--- src/rtl/crc32_stream.sv ---
// crc32_stream: streaming Ethernet CRC-32 engine, NB byte lanes per beat,
// partial last beat via keep, result held on a valid/ready handshake.
module crc32_stream #(
  parameter int DATA_W = 8,
  parameter int LEN_W  = 16
) (
  input  logic                clk,
  input  logic                rst,
  input  logic                s_valid,
  output logic                s_ready,
  input  logic [DATA_W-1:0]   s_data,
  input  logic [DATA_W/8-1:0] s_keep,
  input  logic                s_last,
  input  logic                s_abort,
  output logic                crc_valid,
  input  logic                crc_ready,
  output logic [31:0]         crc_value,
  output logic                crc_ok,
  output logic [LEN_W-1:0]    frame_len
);
  localparam int NB = DATA_W / 8;
  localparam logic [31:0] INIT    = 32'hFFFF_FFFF;
  localparam logic [31:0] POLY    = 32'hEDB8_8320;
  localparam logic [31:0] RESIDUE = 32'hDEBB_20E3;
  localparam logic [0:0]  ACCUM   = 1'b0;
  localparam logic [0:0]  RESULT  = 1'b1;

  logic [0:0]       state_q;
  logic [31:0]      crc_q;
  logic [31:0]      crc_nx;
  logic [LEN_W-1:0] len_q;
  logic [LEN_W-1:0] len_nx;
  logic [LEN_W:0]   add;
  logic [LEN_W:0]   sum;

  function automatic logic [31:0] crc_byte(
    input logic [31:0] c,
    input logic [7:0]  b
  );
    logic [31:0] r;
    r = c ^ {24'd0, b};
    for (int k = 0; k < 8; k++)
      r = r[0] ? ((r >> 1) ^ POLY) : (r >> 1);
    return r;
  endfunction

  // Lane 0 is earliest on the wire; keep only gates the last beat.
  always_comb begin
    crc_nx = crc_q;
    add    = '0;
    for (int i = 0; i < NB; i++) begin
      if (!s_last || s_keep[i]) begin
        crc_nx = crc_byte(crc_nx, s_data[8*i +: 8]);
        add    = add + (LEN_W+1)'(1);
      end
    end
    sum    = {1'b0, len_q} + add;
    len_nx = sum[LEN_W] ? '1 : sum[LEN_W-1:0];
  end

  assign s_ready   = (state_q == ACCUM);
  assign crc_valid = (state_q == RESULT);

  always_ff @(posedge clk) begin
    if (rst) begin
      state_q   <= ACCUM;
      crc_q     <= INIT;
      len_q     <= '0;
      crc_value <= '0;
      crc_ok    <= 1'b0;
      frame_len <= '0;
    end else begin
      unique case (state_q)
        ACCUM: begin
          if (s_abort) begin
            crc_q <= INIT;
            len_q <= '0;
          end else if (s_valid) begin
            crc_q <= crc_nx;
            len_q <= len_nx;
            if (s_last) begin
              state_q   <= RESULT;
              crc_value <= ~crc_nx;
              crc_ok    <= (crc_nx == RESIDUE);
              frame_len <= len_nx;
            end
          end
        end
        RESULT: begin
          if (crc_ready) begin
            state_q <= ACCUM;
            crc_q   <= INIT;
            len_q   <= '0;
          end
        end
        default: state_q <= ACCUM;
      endcase
    end
  end
endmodule

--- config.mk ---
export PLATFORM = sky130hd
export DESIGN_NAME = crc32_stream
export DESIGN_NICKNAME = d
export VERILOG_FILES = /design/src/rtl/crc32_stream.sv
export SDC_FILE = /design/constraint.sdc
export NUM_CORES = 1
export LEC_CHECK = 0
export ABC_AREA = 0
export CAP_MARGIN = 5
export CORE_ASPECT_RATIO = 1.75
export CORE_MARGIN = 1
export CORE_UTILIZATION = 34
export DETAILED_ROUTE_END_ITERATION = 6
export GPL_TIMING_DRIVEN = 0
export PLACE_DENSITY = 0.53
export SYNTH_ARGS = -nofsm -noshare
export SYNTH_HDL_FRONTEND = slang
export SYNTH_SLANG_ARGS = --single-unit
--- constraint.sdc ---
create_clock -name clk -period 7.7 [get_ports clk]
set_input_delay 0.77 -clock clk [delete_from_list [all_inputs] [get_ports clk]]
set_output_delay 0.77 -clock clk [all_outputs]
set_load 0.03 [all_outputs]
==> results.toml <==
# synthesis and place-and-route metrics
[critical_path]
crit_path_start_kind = "primary input"
end_kind = "register"
r2r-end = "len_q[3]$_SDFFE_PP0P_"
crit_family = "buffers and inverters"
r2r_cells = 12
r2r_slack_ps = 4410
cp.required_ps = 7980
cp_slowest_cell = "buf_1"
worst-path-buf-inv = 9
crit_path_start = "s_last"

[outcome]
run_status = "complete, no violations"

[detailed_routing]
dr.first_iter.drc_count = 291
wirelength_mm = 17.9
vias = 4760
drtPass1Iterations = 5

[timing]
setup_tns_ps = 0
hold_viol = 0
rsz0062_at_grt = "no"
fmax_mhz = 181
fin_ws_ps = 2190
drv_slew = 0
max-slew-margin-rel_pct = 50.2
final.period_utilization_pct = 71.6
tightest_slew_ps = 739

[final_layout]
final_nets = 713
final_common_cell = "dfxtp_1"
final_cells = 887
antenna_cells = 0

[cts]
htree_levels = 3
clkTransAtPathRegs_ps = 70
cts_setup_buffers = 0
cts_sinks = 98
cts_resized = 0

[hold_path]
hold_class = "reg2reg"
min_path_cells = 2
min_from = "crc_value[11]$_SDFFE_PP0P_"

[synth]
synth_area_mm2 = 0.00532
synthArstFlopShare_pct = 0
synth_cell_types = 52
ys_warn_count = 0
flop_cell = "dfxtp_1"
synth_cells = 621
fp_nets = 638
ys_cells = 621
synth_seq_share_pct = 36.9

[die]
die_area_mm2 = 0.0162
die_h_um = 168
dieWidth_um = 96.6
io_pins = 66
fp-utilization_pct = 34.8

[power]
vdd_drop_max_mv = 0.114
power.density_mw_per_mm2 = 228
p_int_mw = 0.981
p_clk_share_pct = 30.1
netSwitchingFraction_pct = 33.6
seq_power_share_pct = 37.6
p_leak_nw = 2.41
power.total_mw = 1.48
p_comb_share_pct = 32.3

[global_routing]
grt_pass1_vias = 4940
grt.total_usage_pct = 23.4
grt_pass1_wl_mm = 27.6
grt-ovfl-total = 0
grt_max_degree = 16

[flow_run]
tool_warnings = 26

[place]
place_ws_ps = 1920
hpwl_mm = 13.7
worst max path at each step:
stage / cells past startpoint / slack (ps) / endpoint
2_1_floorplan: 17 / 3720 / len_q[9]$_SDFFE_PP0P_
3_3_place_gp: 18 / 2040 / len_q[11]$_SDFFE_PP0P_
3_5_place_dp: 18 / 1920 / len_q[9]$_SDFFE_PP0P_
4_1_cts: 18 / 2270 / len_q[9]$_SDFFE_PP0P_
5_1_grt: 18 / 1860 / len_q[11]$_SDFFE_PP0P_
6_report: 18 / 2190 / len_q[3]$_SDFFE_PP0P_
routing by layer:
metal,routed length [um],share of wire (%),track usage [%]
met4,731,4.1,11.4
met1,6650,37,24.9
met2,9960,56,43.2
met3,557,3.1,3.41
met5,0,0,0
cell type report:
| type | instances | area [um2] |
|---|---|---|
| Multi-Input combinational cell | 472 | 3170 |
| Timing Repair Buffer | 64 | 641 |
| Inverter | 7 | 26.3 |
| Clock inverter | 4 | 26.3 |
| Clock buffer | 12 | 256 |
| Buffer | 44 | 168 |
| Sequential cell | 98 | 1960 |
| Tap cell | 186 | 233 |
| Fill cell | 1581 | 8830 |
kinds of logic after synthesis:
family,count (synthesis),share of synthesized area (%)
DFF,98,36.9
AOI/OAI and AO/OA,146,16.2
muxes,11,2.19
buffers and inverters,51,3.64
xor gates and xnor gates,67,18.8
and+or+nand+nor,246,21.9
adders and majority gates,2,0.470
flip-flops by register name, indices dropped and copies added, names as in the netlist:
signal / count
len_q: 16
crc_value: 32
crc_q: 32
frame_len: 16
crc_valid: 1
crc_ok: 1
power groups by stage:
stage          clock (mW)  combinational (mW)  sequential, mW
2_1_floorplan           0               0.315           0.585
3_3_place_gp            0               0.472           0.567
3_5_place_dp            0               0.473           0.568
4_1_cts             0.449               0.476           0.556
5_1_grt             0.468               0.512           0.559
6_report            0.444               0.477           0.556
synthesized netlist by cell type, types with 8 or more instances:
| cell type | number | share of area, % |
|---|---|---|
| nor3_1 | 18 | 1.7 |
| dfxtp_1 | 98 | 37 |
| xor2_1 | 11 | 1.8 |
| o21ai_0 | 32 | 3.0 |
| xnor3_1 | 13 | 5.5 |
| nor2_1 | 65 | 4.6 |
| o22ai_1 | 22 | 2.6 |
| or2_2 | 10 | 1.2 |
| nand2b_1 | 24 | 2.8 |
| xnor2_1 | 26 | 4.3 |
| nand3_1 | 12 | 1.1 |
| a21oi_1 | 57 | 5.4 |
| clkbuf_1 | 38 | 2.7 |
| nor2b_1 | 8 | 0.94 |
| and3_1 | 11 | 1.3 |
| nand2_1 | 79 | 5.6 |
worst reg2reg max path, stage by stage (launching register included):
cell and delay (ps):
dfxtp_1 340, ha_1 200, ha_1 250, and3_1 220
and3_1 160, clkbuf_1 270, and3_1 210, clkbuf_1 230
and3_1 200, clkbuf_1 340, clkbuf_1 430, o21ai_0 200
a21oi_1 160
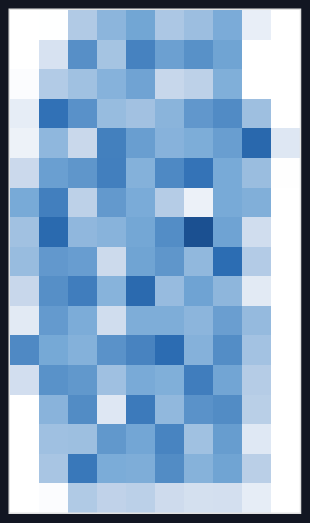
(images/util_map.png)
(3 px per um) 10 x 17 tiles, from white (low) to dark blue (high), 0 to 100% covered.
mean over tiles: 39%
nearly empty tiles: 16%
fullest tile: 87%
tiles over 75% full: 3.5%

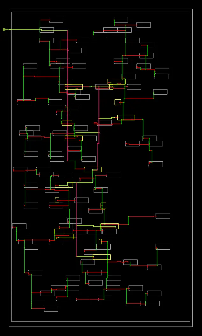
(images/clock_nets.png)
P_clk: 0.444 mW
Seq Cell Count: 98

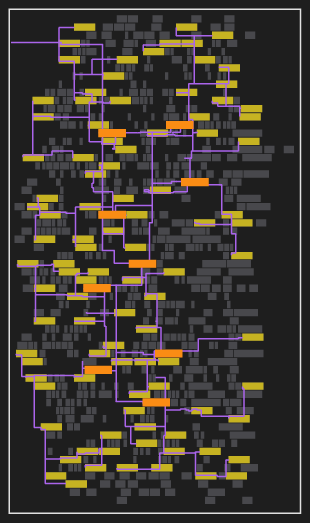
(images/clock_wires.png)
(3 px per um)
[purple] clock wires | length: 1400 um
[yellow] flip-flops | count: 98
[orange] clock-net drivers | count: 9
flops lie: spread over the die
Clock Skews: 7.30 ps
Late-Pin Clk Latency: 350 ps

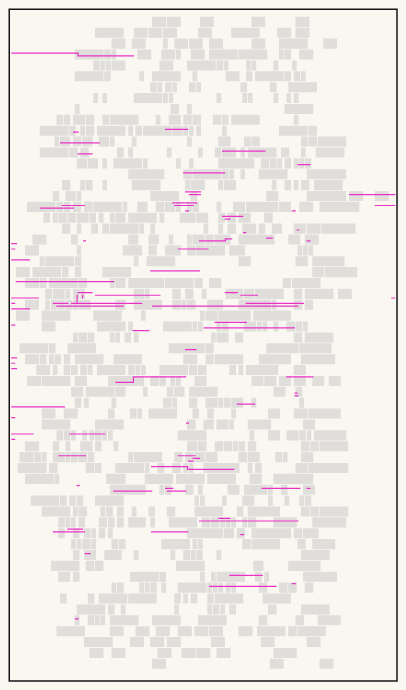
(images/m3.png)
(4 px per um)
main direction: horizontal
wire length on this layer: 557 um
longest straight run: 36.3 um
share of all routed wire: 3.1%

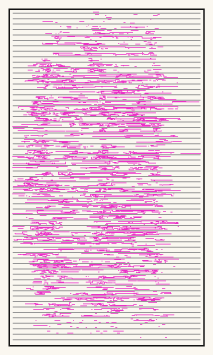
(images/m1.png)
(2 px per um) Supply wires on this layer in grey.
nets with wire on the layer: 665
share of all routed wire: 37%

Power and IR drop assume default switching activity.
